## src/rtl/rbzero_pkg.sv

```systemverilog
// Shared definitions for the rbzero register-load path: default widths,
// frame length, loader state encoding and the error-counter width.
package rbzero_pkg;

  localparam int DEF_ADDR_W = 4;
  localparam int DEF_DATA_W = 24;
  localparam int FRAME_BITS = DEF_ADDR_W + DEF_DATA_W;
  localparam int ERR_W      = 4;

  typedef enum logic [0:0] {
    IDLE  = 1'b0,
    SHIFT = 1'b1
  } state_t;

  // Saturating increment used for the malformed-frame counter.
  function automatic logic [ERR_W-1:0] sat_inc(input logic [ERR_W-1:0] v);
    return (&v) ? v : v + ERR_W'(1);
  endfunction

endpackage

```

## src/rtl/spi_reg_loader_if.sv

```systemverilog
// SPI pin bundle plus the register-write strobe bus of the loader.
// o_wr_en is a one-cycle strobe with no back-pressure: o_wr_addr/o_wr_data are
// valid in the cycle o_wr_en=1 and the consumer must accept them that cycle.
interface spi_reg_loader_if #(
  parameter int ADDR_W = 4,
  parameter int DATA_W = 24
);
  logic              i_sclk;
  logic              i_mosi;
  logic              i_ss_n;
  logic              o_wr_en;
  logic [ADDR_W-1:0] o_wr_addr;
  logic [DATA_W-1:0] o_wr_data;

  modport slave (
    input  i_sclk, i_mosi, i_ss_n,
    output o_wr_en, o_wr_addr, o_wr_data
  );

  modport master (
    output i_sclk, i_mosi, i_ss_n,
    input  o_wr_en, o_wr_addr, o_wr_data
  );
endinterface

```

## src/rtl/pin_sync.sv

```systemverilog
// Multi-flop synchroniser for one asynchronous pin, followed by a history flop
// that yields single-cycle rise/fall pulses aligned with the synced value.
module pin_sync #(
  parameter int   STAGES  = 2,
  parameter logic RST_VAL = 1'b0
) (
  input  logic clk,
  input  logic rst_n,
  input  logic d,
  output logic q,
  output logic rise,
  output logic fall
);

  logic [STAGES-1:0] sync_q;
  logic              hist_q;

  always_ff @(posedge clk or negedge rst_n) begin
    if (!rst_n) begin
      sync_q <= {STAGES{RST_VAL}};
      hist_q <= RST_VAL;
    end else begin
      sync_q <= {sync_q[STAGES-2:0], d};
      hist_q <= sync_q[STAGES-1];
    end
  end

  assign q    = sync_q[STAGES-1];
  assign rise = q & ~hist_q;
  assign fall = ~q & hist_q;

endmodule

```

## src/rtl/spi_reg_loader.sv

```systemverilog
// Deserialises address+data SPI frames into one-cycle register write strobes,
// optionally holding each write in a single-entry buffer until vertical blanking.
module spi_reg_loader
  import rbzero_pkg::*;
#(
  parameter int ADDR_W      = DEF_ADDR_W,
  parameter int DATA_W      = DEF_DATA_W,
  parameter int SYNC_STAGES = 2
) (
  input  logic             clk,
  input  logic             rst_n,
  spi_reg_loader_if.slave  bus,
  input  logic             i_vblank,
  input  logic             i_defer,
  output logic             o_pending,
  output logic [ERR_W-1:0] o_err_count,
  output state_t           o_state
);

  localparam int FRAME_LEN = ADDR_W + DATA_W;
  localparam int CNT_W     = $clog2(FRAME_LEN + 2);
  localparam logic [CNT_W-1:0] CNT_FULL = CNT_W'(FRAME_LEN);
  localparam logic [CNT_W-1:0] CNT_OVR  = CNT_W'(FRAME_LEN + 1);

  logic sclk_rise, sclk_fall_unused, sclk_q_unused;
  logic mosi_q, mosi_rise_unused, mosi_fall_unused;
  logic ss_rise, ss_fall, ss_q_unused;

  pin_sync #(.STAGES(SYNC_STAGES), .RST_VAL(1'b0)) u_sync_sclk (
    .clk(clk), .rst_n(rst_n), .d(bus.i_sclk),
    .q(sclk_q_unused), .rise(sclk_rise), .fall(sclk_fall_unused)
  );

  // Same depth as sclk so mosi_q is the bit present at the detected sclk edge.
  pin_sync #(.STAGES(SYNC_STAGES), .RST_VAL(1'b0)) u_sync_mosi (
    .clk(clk), .rst_n(rst_n), .d(bus.i_mosi),
    .q(mosi_q), .rise(mosi_rise_unused), .fall(mosi_fall_unused)
  );

  pin_sync #(.STAGES(SYNC_STAGES), .RST_VAL(1'b1)) u_sync_ss (
    .clk(clk), .rst_n(rst_n), .d(bus.i_ss_n),
    .q(ss_q_unused), .rise(ss_rise), .fall(ss_fall)
  );

  state_t               state_q;
  logic [CNT_W-1:0]     bit_cnt_q;
  logic [FRAME_LEN-1:0] shift_q;
  logic [ADDR_W-1:0]    pend_addr_q;
  logic [DATA_W-1:0]    pend_data_q;
  logic                 pending_q;
  logic                 wr_en_q;
  logic [ADDR_W-1:0]    wr_addr_q;
  logic [DATA_W-1:0]    wr_data_q;
  logic [ERR_W-1:0]     err_cnt_q;
  logic                 commit;

  assign commit = pending_q && (!i_defer || i_vblank);

  always_ff @(posedge clk or negedge rst_n) begin
    if (!rst_n) begin
      state_q     <= IDLE;
      bit_cnt_q   <= '0;
      shift_q     <= '0;
      pend_addr_q <= '0;
      pend_data_q <= '0;
      pending_q   <= 1'b0;
      wr_en_q     <= 1'b0;
      wr_addr_q   <= '0;
      wr_data_q   <= '0;
      err_cnt_q   <= '0;
    end else begin
      wr_en_q <= 1'b0;
      if (commit) begin
        wr_addr_q <= pend_addr_q;
        wr_data_q <= pend_data_q;
        wr_en_q   <= 1'b1;
        pending_q <= 1'b0;
      end
      case (state_q)
        IDLE: begin
          if (ss_fall) begin
            state_q   <= SHIFT;
            bit_cnt_q <= '0;
          end
        end
        SHIFT: begin
          if (ss_rise) begin
            state_q <= IDLE;
            // A good frame set here overrides the commit's clear: last write wins.
            if (bit_cnt_q == CNT_FULL) begin
              pend_addr_q <= shift_q[FRAME_LEN-1:DATA_W];
              pend_data_q <= shift_q[DATA_W-1:0];
              pending_q   <= 1'b1;
            end else begin
              err_cnt_q <= sat_inc(err_cnt_q);
            end
          end else if (sclk_rise) begin
            shift_q <= {shift_q[FRAME_LEN-2:0], mosi_q};
            if (bit_cnt_q != CNT_OVR) begin
              bit_cnt_q <= bit_cnt_q + CNT_W'(1);
            end
          end
        end
        default: state_q <= IDLE;
      endcase
    end
  end

  assign bus.o_wr_en   = wr_en_q;
  assign bus.o_wr_addr = wr_addr_q;
  assign bus.o_wr_data = wr_data_q;
  assign o_pending     = pending_q;
  assign o_err_count   = err_cnt_q;
  assign o_state       = state_q;

endmodule
```

## src/flat_wrapper.sv

```systemverilog
// flat-port wrapper written by rule: the top's interface ports become plain ports
module spi_reg_loader_flat import rbzero_pkg::*;
#(
  parameter int ADDR_W      = DEF_ADDR_W,
  parameter int DATA_W      = DEF_DATA_W,
  parameter int SYNC_STAGES = 2
)
  (clk, rst_n, i_vblank, i_defer, o_pending, o_err_count, o_state, bus_i_sclk, bus_i_mosi, bus_i_ss_n, bus_o_wr_en, bus_o_wr_addr, bus_o_wr_data);
  spi_reg_loader_if #(.ADDR_W(ADDR_W), .DATA_W(DATA_W)) bus_i ();
  input  logic clk;
  input  logic rst_n;
  input  logic i_vblank;
  input  logic i_defer;
  output logic o_pending;
  output logic [ERR_W-1:0] o_err_count;
  output state_t o_state;
  input wire logic [$bits(bus_i.i_sclk)-1:0] bus_i_sclk;
  input wire logic [$bits(bus_i.i_mosi)-1:0] bus_i_mosi;
  input wire logic [$bits(bus_i.i_ss_n)-1:0] bus_i_ss_n;
  output wire logic [$bits(bus_i.o_wr_en)-1:0] bus_o_wr_en;
  output wire logic [$bits(bus_i.o_wr_addr)-1:0] bus_o_wr_addr;
  output wire logic [$bits(bus_i.o_wr_data)-1:0] bus_o_wr_data;
  assign bus_i.i_sclk = bus_i_sclk;
  assign bus_i.i_mosi = bus_i_mosi;
  assign bus_i.i_ss_n = bus_i_ss_n;
  assign bus_o_wr_en = bus_i.o_wr_en;
  assign bus_o_wr_addr = bus_i.o_wr_addr;
  assign bus_o_wr_data = bus_i.o_wr_data;
  spi_reg_loader #(.ADDR_W(ADDR_W), .DATA_W(DATA_W), .SYNC_STAGES(SYNC_STAGES)) u_core (.clk(clk), .rst_n(rst_n), .bus(bus_i), .i_vblank(i_vblank), .i_defer(i_defer), .o_pending(o_pending), .o_err_count(o_err_count), .o_state(o_state));
endmodule
```

## config.mk

```make
export PLATFORM = sky130hd
export DESIGN_NAME = spi_reg_loader_flat
export DESIGN_NICKNAME = d
export VERILOG_FILES = /design/src/rtl/rbzero_pkg.sv /design/src/rtl/spi_reg_loader_if.sv /design/src/rtl/pin_sync.sv /design/src/rtl/spi_reg_loader.sv /design/src/flat_wrapper.sv
export SDC_FILE = /design/constraint.sdc
export NUM_CORES = 1
export LEC_CHECK = 0
export CAP_MARGIN = 0
export CORE_AREA = 2 2 105 107
export DETAILED_ROUTE_END_ITERATION = 10
export DIE_AREA = 0 0 107 109
export HOLD_SLACK_MARGIN = 0.03
export PLACE_DENSITY_LB_ADDON = 0.1
export SYNTH_ARGS = -nofsm -noshare
export SYNTH_HDL_FRONTEND = slang
export SYNTH_HIERARCHICAL = 1
export SYNTH_SLANG_ARGS = --single-unit
```

## constraint.sdc

```tcl
create_clock -name clk -period 5 [get_ports clk]
set_input_delay 1 -clock clk [delete_from_list [all_inputs] [get_ports clk]]
set_output_delay 1 -clock clk [all_outputs]
set_load 0.01 [all_outputs]
```

==> flow_summary.ini, run 1 <==
; flow metrics
[yosys]
postSynthNetCount = 318
syn_inst = 307

[setup_path]
worst-path-buf-inv = 2
crit_type = in2reg
critical_path.reg2reg.startpoint = u_core/u_sync_ss/sync_q[1]$_DFF_PN1_
cpPeakStageDelay_ns = 0.68
worst-path-max-fanout = 19
worst_r2r_endpoint = u_core/pend_data_q[21]$_DFFE_PN0P_
setup.reg_to_reg.worst_slack_ns = 2.93
total_stage_count_of_the_critical_path = 5
cp_top_family = simple AND/OR/NAND/NOR gates
ff2ff_path_depth = 4
critical_path.endpoint_type = flip-flop
critical_path.cell_chain = clkdlybuf4s50_1, nand2b_1, nand2_1, buf_4, mux2_2

[power_and_ir_drop]
power.combinational.total_w = 0.000168
p_int_w = 0.001172
peakVddDrop_mv = 0.1907
clockPowerShare_pct = 29.4
power_per_cell_area_mw_per_mm2 = 329.6
totalPowerFinal_w = 0.001579
power.static_leakage_nw = 2.384
power.share.sequential_pct = 60.0
dominant_power_group = registers

[cts]
cts.htree.levels = 3
maximum_buffer_depth_of_the_clock_tree = 2
cts_setup_buffers = 0
worst_skew_pair.late_latency_ns = 0.35
cts-buffers-inserted = 9
post_cts_resize_count = 0
clock-sinks = 104
tritoncts = built

[cells_and_area]
num-nets-final = 362
mostFrequentLayoutCell = sky130_fd_sc_hd__dfrtp_1
area_share_clock_buf_inv_pct = 3.603
mostFrequentLayoutCells = sky130_fd_sc_hd__dfrtp_1 (101), sky130_fd_sc_hd__nand2_1 (88), sky130_fd_sc_hd__clkdlybuf4s50_1 (40)
inverters_excl_clock = 4
largest_register_ffs = 28
final-seq-area_sq_mm = 0.002606
n_multi_input_combinational_cell = 187
drive_above_1_share_pct = 23.38
n_all_buffers = 45
num_antenna_cells = 0
final_util_pct = 45.20
combGateArea_sq_mm = 0.001385

[placed_design]
placement.io_buffers = 41
detailed_place_hpwl_um = 4060
postPlaceCellArea_sq_mm = 0.004619
place.gp.congestion = 0.6544

[global_routing]
grt_start_max_net_pins = 80
grt_antenna_before_repair = 0
gr-usage-met2_pct = 20.97
overflow = 0
globalRouteMet1Util_pct = 16.83

[detailed_routing]
total_length_of_routed_met2_wires_um = 3085
met1Wirelength_um = 3183

[final_timing]
achievable-frequency_ghz = 0.3737
number_of_failing_hold_endpoints_at_the_final_stage = 0
finalMaxSlewViolations = 0
setup_viol_count_final = 0
whs_ns = 0.3558
worst-slew-pin-transition_ns = 0.9856
timing.slew.headroom_pct = 34.29
final_period_minus_worst_setup_slack_ns = 2.676

[run]
cap_violations = 0
log.warning_count = 28

[floorplan]
chipHeight_um = 109
fp-utilization_pct = 38.61
ios = 42

[status]
outcome = complete, no violations
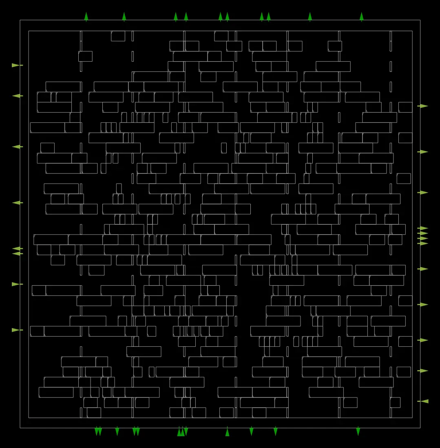
Run 1: placed standard cells
number of cells in the finished layout apart from fillers: 495
filler cell count: 978
number of tap instances: 140
flop count: 104

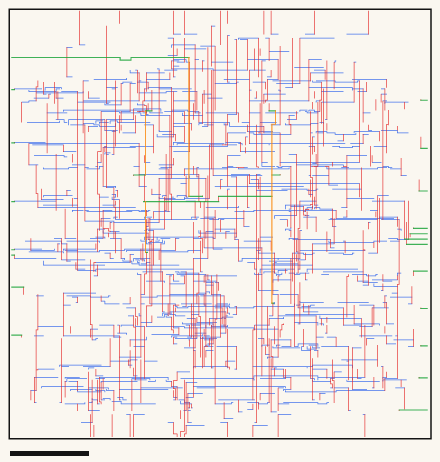
Run 1: metal layers overlaid
Scale bar: 20 um.
[red] met2 | wire length: 3,090 um
[blue] met1 | wire length: 3,180 um
[green] met3 | wire length: 140 um
[orange] met4 | wire length: 115 um
Tot GR Track Use: 12.86%
DR vias: 2,284
final routed wire length divided by cell count: 13.18 um

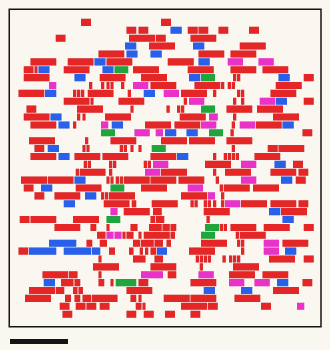
Run 1: cells by drive strength
Scale bar: 20 um.
[red] drive 1 or less | cells: 272 | most used: dfrtp_1
[green] drive 6 and up | cells: 11 | most used: clkbuf_8
[blue] drive 2 | cells: 42 | most used: mux2_2
[magenta] drive 3 to 4 | cells: 30 | most used: mux2_4
Final WS setup: 2.324 ns
post-route standard cell area excluding fillers: 0.004792 sq mm
layout overhead on the synthesized area: 17.05%

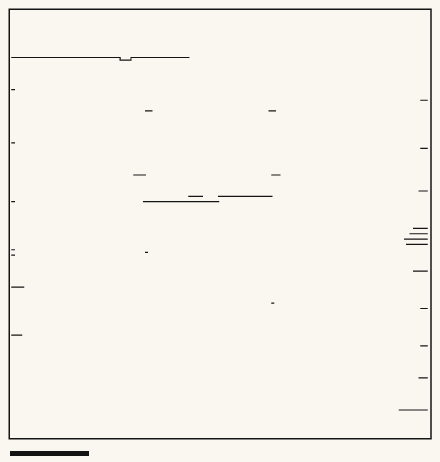
Run 1: M3 wires
Scale bar: 20 um.
longest straight run: 27.6 um
wire length on this layer: 140 um
fraction of met3 tracks used by global routing: 2.331%
sum of routed wire length over all layers: 6522 um

## Run 2: what changed since run 1
==> constraint.sdc (replaced) <==
create_clock -name clk -period 2.6 [get_ports clk]
set_input_delay 0.52 -clock clk [delete_from_list [all_inputs] [get_ports clk]]
set_output_delay 0.52 -clock clk [all_outputs]
set_load 0.01 [all_outputs]
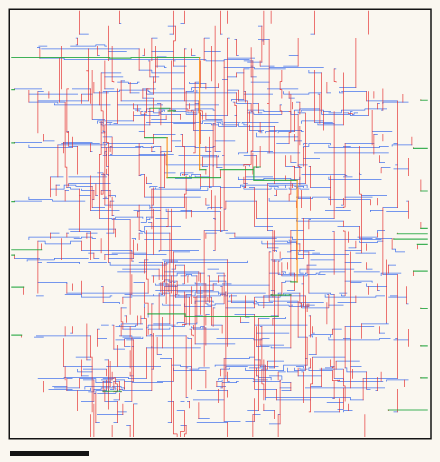
Run 2: metal layers overlaid
Scale bar: 20 um.
[orange] met4 | wire length: 64.6 um
[blue] met1 | wire length: 3,280 um
[green] met3 | wire length: 207 um
[red] met2 | wire length: 2,950 um
DR vias: 2,282
Tot GR Track Use: 12.49%
sum of routed wire length over all layers: 6498 um
final routed wire length divided by cell count: 13.00 um

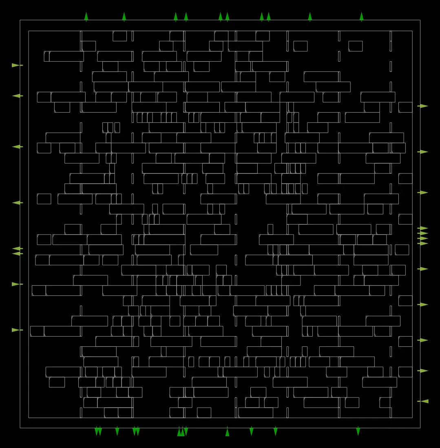
Run 2: placed standard cells
Row Count: 38
share of cell area taken by flip-flops and latches: 52.98%
number of cells in the finished layout apart from fillers: 500
placeable core region: 0.01060 sq mm

==> run 2 against run 1 <==
  * Register-to-register slack lost 2.2 ns
  * Utilization grew 1.2 points
  * Die size is the same
  * Sequential power grew 93%
  * Synthesized cell count is the same
  * Clock skew shrank 0.0033 ns
  * Clock-buffer cell count is the same
  * Non-clock buffer count grew 4
  * Combinational power grew 95%
  * Flip-flop count is the same
  * Power grew 110%
  * Sequential share of layout area shrank 1.4 points
  * Largest power group unchanged
==> flow_summary.ini, run 2 <==
; flow metrics
[cts]
maximum_buffer_depth_of_the_clock_tree = 2
tritoncts = built
cts.htree.levels = 3
cts-buffers-inserted = 9
clock-sinks = 104
cts_setup_buffers = 0

[final_timing]
setup_ws_ns = 0.6898
whs_ns = 0.04597
achievable-frequency_ghz = 0.5235
setup_viol_count_final = 0
number_of_failing_hold_endpoints_at_the_final_stage = 0

[run]
cap_violations = 0
log.warning_count = 28

[cells_and_area]
final-seq-area_sq_mm = 0.002606
final_util_pct = 46.40
n_multi_input_combinational_cell = 187
num-nets-final = 366
mostFrequentLayoutCells = sky130_fd_sc_hd__dfrtp_1 (101), sky130_fd_sc_hd__nand2_1 (88), sky130_fd_sc_hd__clkdlybuf4s50_1 (40)
mostFrequentLayoutCell = sky130_fd_sc_hd__dfrtp_1
drive_above_1_share_pct = 24.44
num_antenna_cells = 0
inverters_excl_clock = 4
design.seq.count = 104
n_all_buffers = 49

[power_and_ir_drop]
dominant_power_group = registers
power.static_leakage_nw = 2.456
power.share.sequential_pct = 54.5
totalPowerFinal_w = 0.003348
clockPowerShare_pct = 35.7
peakVddDrop_mv = 0.2680
power_per_cell_area_mw_per_mm2 = 680.5

[placed_design]
place.gp.congestion = 0.6363
detailed_place_hpwl_um = 4127

[setup_path]
cp_top_family = simple AND/OR/NAND/NOR gates
critical_path.endpoint_type = flip-flop
setup.reg_to_reg.worst_slack_ns = 0.69
worst_r2r_endpoint = u_core/pend_data_q[11]$_DFFE_PN0P_
worst-path-max-fanout = 15
total_stage_count_of_the_critical_path = 5
critical_path.cell_chain = nor2b_1, nand2_1, nor2_8, buf_12, mux2_4
critical_path.reg2reg.startpoint = u_core/u_sync_ss/sync_q[1]$_DFF_PN1_

[global_routing]
overflow = 0
grt_util_met3_pct = 3.706

[yosys]
syn_inst = 307
postSynthNetCount = 318

[status]
outcome = complete, no violations
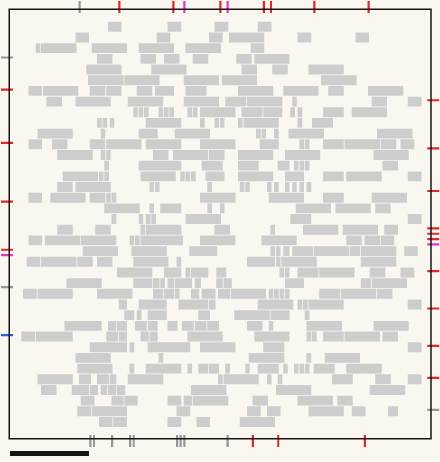
Run 2: I/O pins on the die edge
Scale bar: 20 um. Pins as bars across the die edge, other pins in gray.
[magenta] bus_o_wr_addr | pins: 4 | direction: output | edge: 2 top, 1 left, 1 right
[red] bus_o_wr_data | pins: 24 | direction: output | edge: 10 right, 7 top, 4 left, 3 bottom
[blue] bus_i_ss_n | pins: 1 | direction: input | edge: left
all pins by edge: 12 bottom, 12 right, 10 top, 8 left
Die Width: 107 um
y dimension of the die: 109 um
count of port buffers added during placement: 41

Run 2, cells by drive strength:
Scale bar: 20 um.
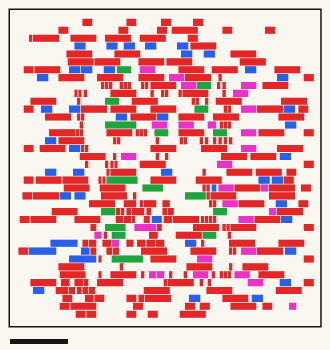

## Run 3: what changed since run 2
==> constraint.sdc (replaced) <==
create_clock -name clk -period 1.9 [get_ports clk]
set_input_delay 0.38 -clock clk [delete_from_list [all_inputs] [get_ports clk]]
set_output_delay 0.38 -clock clk [all_outputs]
set_load 0.01 [all_outputs]
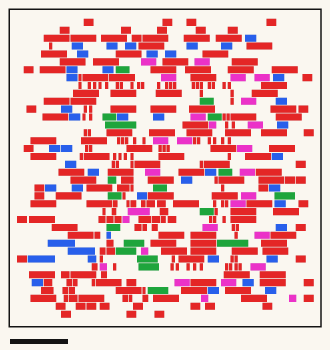
Run 3: cells by drive strength
Scale bar: 20 um.
[magenta] drive 3 to 4 | cells: 27 | most used: mux2_4
[blue] drive 2 | cells: 43 | most used: mux2_2
[green] drive 6 and up | cells: 18 | most used: clkbuf_8
[red] drive 1 or less | cells: 273 | most used: dfrtp_1
Final WS setup: 0.1632 ns
nonclk buf count: 51

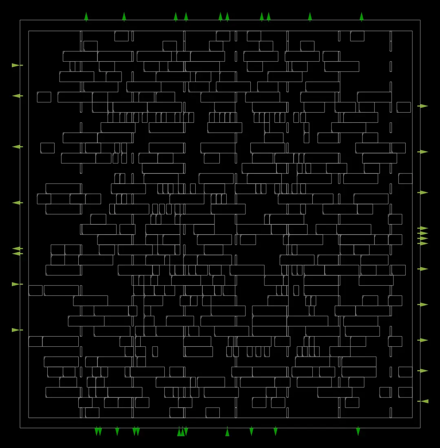
Run 3: placed standard cells
number of cells in the finished layout apart from fillers: 501
share of cell area taken by flip-flops and latches: 52.77%
final core occ: 46.58%
filler cell count: 971

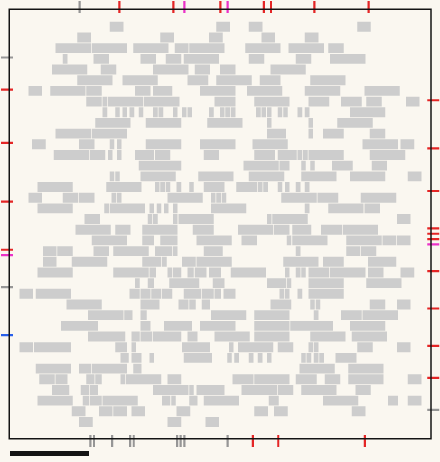
Run 3: I/O pins on the die edge
Scale bar: 20 um. Pins as bars across the die edge, other pins in gray.
[red] bus_o_wr_data | pins: 24 | direction: output | edge: 10 right, 7 top, 4 left, 3 bottom
[blue] bus_i_ss_n | pins: 1 | direction: input | edge: left
[magenta] bus_o_wr_addr | pins: 4 | direction: output | edge: 2 top, 1 left, 1 right

==> run 3 against run 2 <==
  * Worst hold slack better by 0.31 ns
  * Critical path depth decreased by 4
  * Sequential power rose by 37%
  * Design area increased by 0.38%
  * First-iteration DRC count up 8.7%
  * Synthesized cell count is the same
  * Register-to-register slack lost 0.50 ns
  * Flip-flop count unchanged
  * Area after synthesis is the same
  * Largest cell class unchanged
  * Via count down 0.48%
  * Non-clock buffer count grew 2
==> flow_summary.ini, run 3 <==
; flow metrics
[cts]
maximum_buffer_depth_of_the_clock_tree = 2
post_cts_resize_count = 0
tritoncts = built
cts-buffers-inserted = 9
cts_setup_buffers = 0
cts.htree.levels = 3
worst_skew_pair.late_latency_ns = 0.35

[detailed_routing]
finalWirelength_um = 6608
met1Wirelength_um = 3417
final_routed_wire_length_divided_by_cell_count_um = 13.19
total_length_of_routed_met2_wires_um = 2885
detailroute.via_count = 2271

[setup_path]
cpPeakStageDelay_ns = 0.57
critical_path.cell_chain = clkdlybuf4s50_1
ff2ff_path_depth = 6
worst_r2r_endpoint = u_core/pend_data_q[21]$_DFFE_PN0P_
crit_type = reg2out
cp_top_family = buffers and inverters
worst-path-buf-inv = 1
worst-path-max-fanout = 7
total_stage_count_of_the_critical_path = 1
setup.reg_to_reg.worst_slack_ns = 0.19

[floorplan]
fp-utilization_pct = 38.61
die.size.x_um = 107
chipHeight_um = 109
floorplan.rows = 38
core_sq_mm = 0.01060
ios = 42

[power_and_ir_drop]
power_per_cell_area_mw_per_mm2 = 895.7
clockPowerShare_pct = 33.0
power.share.sequential_pct = 56.6
dominant_power_group = registers
p_int_w = 0.003328
totalPowerFinal_w = 0.004423
peakVddDrop_mv = 0.4412
power.static_leakage_nw = 2.462

[global_routing]
globalRouteMet1Util_pct = 18.00
gr-usage-met2_pct = 19.43
grt_antenna_before_repair = 0
grt_start_max_net_pins = 69
grt_util_met3_pct = 2.510
grt_use_total_pct = 12.88

[run]
cap_violations = 0
log.warning_count = 28

[cells_and_area]
combGateArea_sq_mm = 0.001385
mostFrequentLayoutCell = sky130_fd_sc_hd__dfrtp_1
stdcell_area_sq_mm = 0.004938
inverters_excl_clock = 4
num-nets-final = 368
drive_above_1_share_pct = 24.38
design.seq.count = 104
n_multi_input_combinational_cell = 187
area.growth.synth_to_final_pct = 20.63
mostFrequentLayoutCells = sky130_fd_sc_hd__dfrtp_1 (101), sky130_fd_sc_hd__nand2_1 (88), sky130_fd_sc_hd__clkdlybuf4s50_1 (40)
largest_register_ffs = 28
area_share_clock_buf_inv_pct = 4.231
num_antenna_cells = 0

[final_timing]
timing.slew.headroom_pct = 72.71
whs_ns = 0.3582
setup_viol_count_final = 0
worst-slew-pin-transition_ns = 0.4058
finalMaxSlewViolations = 0
final_period_minus_worst_setup_slack_ns = 1.737

[placed_design]
place.gp.congestion = 0.6635
detailed_place_hpwl_um = 4072
postPlaceCellArea_sq_mm = 0.004720

[status]
outcome = complete, no violations

[yosys]
syn_inst = 307
Power figures rest on the tool's default switching activity, not on a simulated workload.
